## src/rtl/sampler_trigger.sv

```systemverilog
// Trigger/arming controller for a capture sampler: matches a masked compare on the live bus,
// applies an optional post-trigger holdoff, then enables sampler writes until the sampler reports done.
module sampler_trigger #(
    parameter int width     = 32,
    parameter int delayBits = 16
) (
    input  logic                 w_clk,
    input  logic                 w_reset_n,
    input  logic [width-1:0]     w_in_i,
    input  logic                 arm_i,
    input  logic                 abort_i,
    input  logic                 force_i,
    input  logic [width-1:0]     trig_mask_i,
    input  logic [width-1:0]     trig_value_i,
    input  logic                 trig_edge_i,
    input  logic [delayBits-1:0] trig_delay_i,
    input  logic                 s_done_i,
    output logic                 s_enable_o,
    output logic [2:0]           state_o,
    output logic                 triggered_o,
    output logic                 done_pulse_o,
    output logic [31:0]          wait_count_o
);

    typedef enum logic [2:0] {
        IDLE    = 3'd0,
        ARMED   = 3'd1,
        HOLDOFF = 3'd2,
        CAPTURE = 3'd3,
        DONE    = 3'd4
    } state_e;

    state_e               state_q;
    logic                 s_enable_q;
    logic                 triggered_q;
    logic                 done_pulse_q;
    logic [31:0]          wait_count_q;
    logic [31:0]          wait_count_d;
    logic                 prev_match_q;
    logic [delayBits-1:0] delay_cnt_q;
    logic                 match;
    logic                 fire;

    assign match = ((w_in_i ^ trig_value_i) & trig_mask_i) == '0;

    // prev_match_q resets to 1 so an edge trigger never fires on a match already present at arm.
    assign fire = force_i || (match && (!trig_edge_i || !prev_match_q));

    assign wait_count_d = (wait_count_q == 32'hFFFF_FFFF) ? wait_count_q : wait_count_q + 32'd1;

    // NOTE: all state lives in one clocked block with non-blocking assignments, so every
    // register reads the pre-edge value of its peers and the evaluation order does not matter.
    always_ff @(posedge w_clk) begin
        if (!w_reset_n) begin
            state_q      <= IDLE;
            s_enable_q   <= 1'b0;
            triggered_q  <= 1'b0;
            done_pulse_q <= 1'b0;
            wait_count_q <= '0;
            prev_match_q <= 1'b1;
            delay_cnt_q  <= '0;
        end else begin
            done_pulse_q <= 1'b0;
            if (abort_i) begin
                state_q    <= IDLE;
                s_enable_q <= 1'b0;
            end else begin
                case (state_q)
                    // s_enable_q simply holds: 0 in IDLE, 1 in DONE so captured memory is kept.
                    IDLE, DONE: begin
                        if (arm_i) begin
                            state_q      <= ARMED;
                            s_enable_q   <= 1'b0;
                            triggered_q  <= 1'b0;
                            wait_count_q <= '0;
                            prev_match_q <= 1'b1;
                        end
                    end
                    ARMED: begin
                        wait_count_q <= wait_count_d;
                        prev_match_q <= match;
                        if (fire) begin
                            triggered_q <= 1'b1;
                            if (trig_delay_i == '0) begin
                                state_q    <= CAPTURE;
                                s_enable_q <= 1'b1;
                            end else begin
                                state_q     <= HOLDOFF;
                                delay_cnt_q <= trig_delay_i;
                            end
                        end
                    end
                    HOLDOFF: begin
                        delay_cnt_q <= delay_cnt_q - delayBits'(1);
                        if (delay_cnt_q <= delayBits'(1)) begin
                            state_q    <= CAPTURE;
                            s_enable_q <= 1'b1;
                        end
                    end
                    CAPTURE: begin
                        if (s_done_i) begin
                            state_q      <= DONE;
                            done_pulse_q <= 1'b1;
                        end
                    end
                    default: begin
                        state_q    <= IDLE;
                        s_enable_q <= 1'b0;
                    end
                endcase
            end
        end
    end

    assign s_enable_o   = s_enable_q;
    assign state_o      = state_q;
    assign triggered_o  = triggered_q;
    assign done_pulse_o = done_pulse_q;
    assign wait_count_o = wait_count_q;

endmodule

```

## config.mk

```make
export PLATFORM = sky130hd
export DESIGN_NAME = sampler_trigger
export DESIGN_NICKNAME = d
export VERILOG_FILES = /design/src/rtl/sampler_trigger.sv
export SDC_FILE = /design/constraint.sdc
export NUM_CORES = 1
export LEC_CHECK = 0
export ABC_CLOCK_PERIOD_IN_PS = 3120
export CORE_MARGIN = 1.5
export CORE_UTILIZATION = 40
export DETAILED_ROUTE_END_ITERATION = 16
export HOLD_SLACK_MARGIN = 0.15
export PLACE_DENSITY = 0.78
export SYNTH_ARGS = -nofsm -noshare
export SYNTH_HDL_FRONTEND = slang
export SYNTH_SLANG_ARGS = --single-unit
export TNS_END_PERCENT = 10
```

## constraint.sdc

```tcl
create_clock -name w_clk -period 3.12 [get_ports w_clk]
set_clock_uncertainty 0.2 [all_clocks]
set_input_delay 0.624 -clock w_clk [delete_from_list [all_inputs] [get_ports w_clk]]
set_output_delay 0.624 -clock w_clk [all_outputs]
set_load 0.005 [all_outputs]
```

==> run_1/cell_density.png <==
Scale: 4 px per um. 10 x 10 tiles, from white (low) to dark blue (high), 0 to 100% covered.
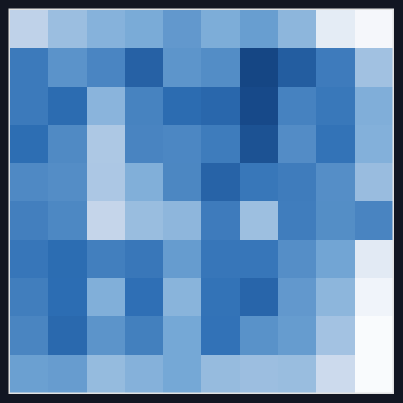
The mean over all tiles is 56%. The emptiest ninth of the die: south-east. The fullest tile reaches 91%.

==> run_1/layer_met3.png <==
Scale: 4 px per um. Cells faint in the background.
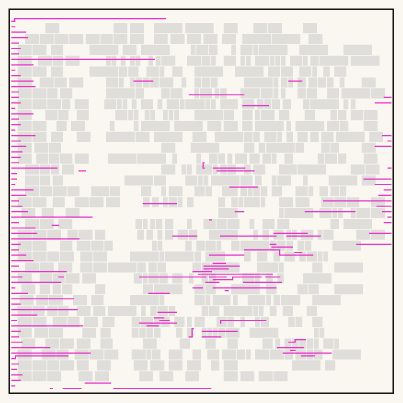
126 nets have wire on it. The layer carries 830 um of wire. The wires run mostly horizontal.

==> out/notes.md, run 1 <==
The flow ran to the end, and the final reports show no timing, DRC or antenna violations. The number of different library cells in the post-synthesis netlist was 53; the number of remaining DRC errors was 0. The post-synth tally of flip-flops with integrated enable is 0. In this run the tool buffered the top-level ports with 156 buffer cells. Number of standard cells in the final layout excluding fillers: 713.

The initial utilization of the core area, before any placement, comes to 41.6%. The number of cells reported by Yosys stat comes to 443. Post-placement worst setup slack: 0.0918 ns. Per the OpenROAD power report, switching power amounts to 431 uW.

The via count of the first global-routing pass was 3,641; the clock insertion delay at the later pin of the skew report was 0.31 ns. The clock-pin transition on the worst setup and hold timing paths works out to 0.10 ns. Setup repair after global routing left no endpoint under its margin.

Yosys printed 0 warnings. The OpenROAD report gives the critical path a required time of 3.17 ns. The core area was 0.00826 mm2; the count of endpoints failing hold in the final timing report was 0. The aggregate global-route resource usage is 25.0%, and the worst path arrival time is 2.78 ns. The worst setup path is of the in -> reg kind. The pin closest to its max-slew limit shows a slew of 0.629 ns. The nature of the critical path startpoint is an input pin. The run gives 11.4 mm for the detailed-route wire length. The library cells used most frequently in the layout, excluding fill and tap cells, are clkdlybuf4s50_1, nor2_1, dfxtp_1.

The run gives 0.00343 mm2 as the post-synthesis instance area. The number of clock buffers added by TritonCTS is 5. The post-route core utilization is 64.2%.

Leakage power total: 0.00190 uW. The total clock sinks is 55, and the die outline area is 0.00915 mm2. The count of nets left with antenna violations once routing finished came out at 0. The clock period minus worst slack was 2.73 ns. The floorplan step set the die width to 95.6 um.

For this design the ratio of total power to cell area is 291 mW/mm2. The kind of capture point of the worst setup path was a flip-flop. Synthesis produced a netlist whose cell count is 443. Hold repair after CTS inserted 0 buffers.

Per the breakdown, switching nets consume 28.0% of all power. The first global-routing pass estimated 17.6 mm of wire. The post-route setup TNS was 0 ns.

Per the detail_route report, routed wire per instance is 16.0 um. Endpoints with negative setup slack in the final report add up to 0. In the log, the iteration count for the first detailed-route pass is 5.

TritonCTS built the clock tree. The run gives 55 for the synthesis-stage register bit count. Per the gpl log, the routability congestion estimate is 0.889. The run gives 0 for the number of setup buffers added after CTS. Of the cells placed in the final design, the portion with a size suffix greater than 1 is 5.78%. Cell internal power was estimated by the tool at 1110 uW. Summing over the stages, the warning tally comes to 27. The tools report the share of power burned in the clock network as 25.9%. Part of the total power dissipated in combinational logic: 26.7%. The headroom to the max-slew limit is 58.0%, and the detailed router's first-iteration violation count is 301.

The tools report the post-cts sizing count as 0. The cell at the root of the clock tree was clkbuf_8. The run gives 2 for the initial antenna violation count. The peak fanout along the critical path was 9. According to the hold report, the worst path is of the reg -> reg type. The top cell type in the final layout, fill and taps aside, is clkdlybuf4s50_1.
==> run_1/layer_met1.png <==
Scale: 3 px per um. Supply wires on this layer in gray.
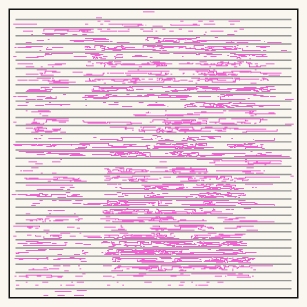
The layer holds 40% of the routed length. The wires run mostly horizontal.

==> run_1/clk_routes.png <==
Scale: 4 px per um.
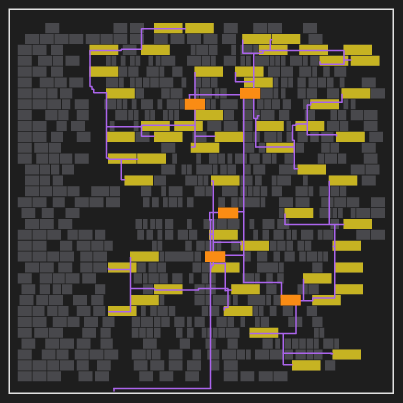
Purple marks clock wires, length 627 um. Yellow marks flip-flops, count 55. Orange marks clock drivers, count 5.
There are 6 routed clock nets.

[run 1: logic make-up after synthesis]
group / Yosys count / synth area share, %
AND-OR/OR-AND: 104 / 19.9
flip-flops: 55 / 32.1
multiplexers: 2 / 0.620
adder cells (fa/ha/maj): 3 / 1.09
buffers and inverters: 31 / 3.57
XOR/XNOR: 58 / 14.8
AND/OR/NAND/NOR: 190 / 28.0
[run 1: cell type report]
| cell class | count | area [um2] |
|---|---|---|
| Clock inverter | 2 | 17.5 |
| Clock buffer | 6 | 72.6 |
| Antenna cell | 2 | 5.00 |
| Sequential cell | 55 | 1100 |
| Fill cell | 721 | 2960 |
| Inverter | 11 | 41.3 |
| Tap cell | 105 | 131 |
| Timing Repair Buffer | 175 | 1720 |
| Multi-Input combinational cell | 357 | 2210 |
[run 1: stage by stage]
step | cell area (um2) | hold WS [ns]
after CTS | 5290 | 0.282
after floorplan | 3430 | 0.244
after detailed placement | 5200 | 0.269
after global routing | 5300 | 0.322
after global placement | 5200 | 0.257
final | 5300 | 0.280
[run 1: metal layers]
layer / track usage, % / vias up / wire (um)
li1: - / 1924 / -
met1: 29.5 / 1816 / 4530
met2: 45.0 / 190 / 5790
met3: 4.47 / 18 / 829
met4: 8.95 / 0 / 252
met5: 0 / - / 0
[run 1: critical path, stage by stage]
cell	delay, ns
clkdlybuf4s50_1	0.51
a21oi_1	0.10
or3_1	0.33
or4_1	0.70
or3_1	0.36
a21oi_1	0.15
[run 1: worst paths after layout]
kind	start	to	slack [ns]	cells after the start
worst min-delay path	delay_cnt_q[7]	delay_cnt_q[7]	0.28	2
worst min register to register	delay_cnt_q[7]	delay_cnt_q[7]	0.28	2
worst max register to register	wait_count_o[19]	wait_count_o[21]	0.48	7
worst max-delay path	arm_i	wait_count_o[24]	0.39	6
[run 1: registers in the layout, summed over array words and instances, names as in the netlist]
name / flops
triggered_o: 1
wait_count_o: 32
delay_cnt_q: 16
s_enable_o: 1
prev_match_q: 1
done_pulse_o: 1
state_o: 3
[run 1: power groups by stage]
stage	registers [uW]	clock network, uW	logic, uW
floorplan	742	0	168
global placement	746	0	405
detailed placement	746	0	408
CTS	730	411	410
global route	733	437	445
finish	731	399	412
[run 1: synthesized netlist by cell type, types with 3 or more instances]
master	count	share of area, %
nand3_1	13	1.9
a21oi_1	27	3.9
o21ai_0	17	2.5
clkbuf_1	15	1.6
nor3_1	11	1.6
nand2b_1	5	0.91
nand2_1	35	3.8
o211ai_1	7	1.5
inv_1	11	1.2
and4_1	3	0.77
a22oi_1	18	3.9
xnor2_1	9	2.3
and2_1	3	0.55
or4_1	6	1.3
nor4_1	6	1.1
nor2b_1	5	0.91
o31ai_1	8	1.7
nor2_1	64	7.0
and3_1	5	0.91
a31oi_1	4	0.73
xor2_1	49	12
o22ai_1	3	0.55
dfxtp_1	55	32
nand4_1	18	3.3
or3_1	5	0.91
buf_2	4	0.58
ha_1	3	1.1
==> inputs of run 2 (changes only) <==
- CORE_UTILIZATION: 40 -> 30
- PLACE_DENSITY: 0.78 -> unset
==> run_2/layer_met1.png <==
Scale: 2 px per um. Supply wires on this layer in gray.
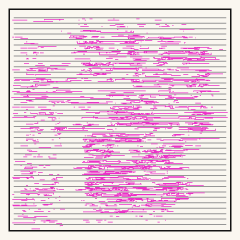
640 nets have wire on it. The layer holds 40% of the routed length. The wires run mostly horizontal. The layer carries 4,790 um of wire.

==> run_2/clk_routes.png <==
Scale: 3 px per um.
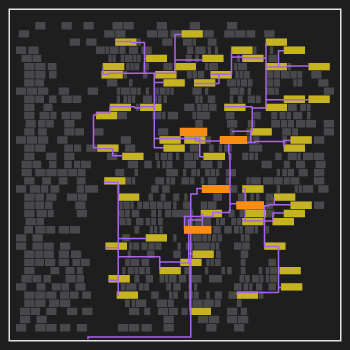
Orange marks clock drivers, count 5. Yellow marks flip-flops, count 55. Purple marks clock wires, length 702 um.
There are 6 routed clock nets.

==> run 2 against run 1 <==
Net effect:
- sequential share of layout area down 0.34 points
- hold slack better by 0.0043 ns
- register-to-register slack about the same
- sequential power about the same
- flip-flop count unchanged
- combinational power about the same
- first-iteration DRC count down 38%
- via count down 3.3%
- synthesized cell count unchanged
- synthesized area unchanged
- power up 11%
- clock power up 43%
- critical path type unchanged
- critical endpoint is now delay_cnt_q[12]
- largest cell class unchanged
- largest power group unchanged
==> out/notes.md, run 2 <==
The post-synthesis share of cell area spent on full adders, half adders and majority gates came out at 1.09%. The final hold violation count recorded for this run is 0. Per the placement log, port buffering inserted 156 buffers. The delay of the slowest cell on the worst path works out to 0.60 ns. For this design the ratio of total power to cell area is 317 mW/mm2.

By startpoint and endpoint, the worst setup path is classified as in -> reg. The number of cells reported by Yosys stat comes to 443. Counting only logic cells after layout, the most numerous master is clkdlybuf4s50_1. The fraction of the mapped netlist area in simple logic gates works out to 28.0%.

The critical path goes through clkdlybuf4s50_1 > xor2_1 > a22oi_1 > nand4_1 > or4_1 > o31ai_1 > o21ai_0 > a31oi_1. The part of the total power dissipated in combinational logic is 24.0%. Note that the worst hold path type here is reg -> reg. The chip occupies 0.0121 mm2. The worst setup path is captured at a flip-flop.

The net switching power of the design is 459 uW, and the depth of the most critical reg-to-reg path is 7. After global routing, the most crowded layer is met2. The most common logic cells in the final layout are clkdlybuf4s50_1, nor2_1, dfxtp_1.

According to the timing report, the critical path is captured at delay_cnt_q[12]. The detail route stage leaves a number of antenna-violating nets equal to 0. For the area of the multi-input gates, the log shows 0.00221 mm2. With the length of the first detailed-routing pass in iterations at 5, the post-cts sizing count is 0.

Per the synthesis report, the XOR/XNOR share of the synthesized area is 14.8%. The tools report the via count of the first global-routing pass as 3,830. STA reports a reg2reg setup slack of 0.49 ns. Setup repair after global routing left no endpoint under its margin. The most frequent cell after synthesis was nor2_1. Among the non-sequential cells, simple AND/OR/NAND/NOR gates take the most area.

The flow ran to the end, and the final reports show no timing, DRC or antenna violations. Per the detail_route report, routed wire per instance is 15.9 um. The global-route met1 utilization is 23.3%, and the combined flip-flop and latch cell area is 0.00110 mm2. Per the timing report, the most critical flop-to-flop path finishes at wait_count_o[25]. The detailed router reported a total wirelength of 11.8 mm. The design internal power was 1250 uW; the initial antenna violation count was 0. Per the synthesis report, the number of distinct cell types is 53. The share of the core area taken by cells at floorplan is 31.3%. For this run, design rule violations remaining after detail routing come to 0. Per the gpl log, the routability congestion estimate is 0.830.

Nature of the critical path startpoint: an input pin. The global-route wire length before repair is 18.6 mm. For reference, the clock transition at the flip-flops on the worst setup and hold paths is 0.07 ns. After the flow finishes, the layout carries non-filler instances totaling 745.

The final layout reports a setup TNS of 0 ns. With the AND-OR/OR-AND share of the synthesized area at 19.9%, the actual slew at the worst max-slew pin is 0.616 ns. Data on the critical path arrives at its endpoint at 2.77 ns. In this run the horizontal extent of the chip is 110 um. The number of setup violations in the final report was 0; the core area was 0.0110 mm2. The most critical setup path has its startpoint at trig_value_i[21].

Looking at the reg2reg group, the worst path starts from wait_count_o[18]. The number of setup buffers added after CTS was 0.
-- run 2: how the worst min path moves through the flow --
| stage | startpoint | end | slack, ns | depth (start not counted) |
|---|---|---|---|---|
| detailed placement | delay_cnt_q[7] | delay_cnt_q[7] | 0.27 | 2 |
| global route | triggered_o | triggered_o | 0.31 | 1 |
| finish | delay_cnt_q[7] | delay_cnt_q[7] | 0.28 | 2 |
| global placement | delay_cnt_q[7] | delay_cnt_q[7] | 0.26 | 2 |
| CTS | delay_cnt_q[7] | delay_cnt_q[7] | 0.28 | 2 |
| floorplan | delay_cnt_q[7] | delay_cnt_q[7] | 0.24 | 2 |
-- run 2: cells by family after synthesis --
family          after synthesis
buf+inv                      31
compound gates              104
xor+xnor                     58
mux                           2
fa+ha+maj                     3
simple gates                190
flops                        55
-- run 2: metal layers --
layer	share of wire (%)	vias up
li1	-	1924
met1	40	1732
met2	51	154
met3	7.5	8
met4	1.0	0
met5	0	-
-- run 2: power groups by stage --
stage	combinational, uW	clock, uW	sequential, uW
finish	410	569	732
floorplan	168	0	742
global route	444	610	734
CTS	411	585	731
detailed placement	410	0	747
global placement	408	0	747
-- run 2: worst max-delay path: cells and delay by family --
kind                   cells  cell delay (ns)
AND-OR/OR-AND              4             0.77
XOR/XNOR                   1             0.16
buffers and inverters      1             0.42
AND/OR/NAND/NOR            2             0.79
-- run 2: final cells by class --
cell class / count / area share (%)
Multi-Input combinational cell: 357 / 41.1
Timing Repair Buffer: 174 / 31.7
Sequential cell: 55 / 20.4
Tap cell: 140 / 3.25
Clock buffer: 5 / 2.32
Inverter: 11 / 0.766
Clock inverter: 3 / 0.418
-- run 2: through the flow --
stage / util [%] / area, um2 / hold slack (ns)
2_1_floorplan: - / 3430 / 0.244
3_3_place_gp: 47.7 / 5240 / 0.261
3_5_place_dp: 47.7 / 5240 / 0.271
4_1_cts: 49.1 / 5390 / 0.283
5_1_grt: 49.1 / 5390 / 0.315
6_report: 49.1 / 5390 / 0.284
No activity file was given, so power comes from the tool's default toggle rates.
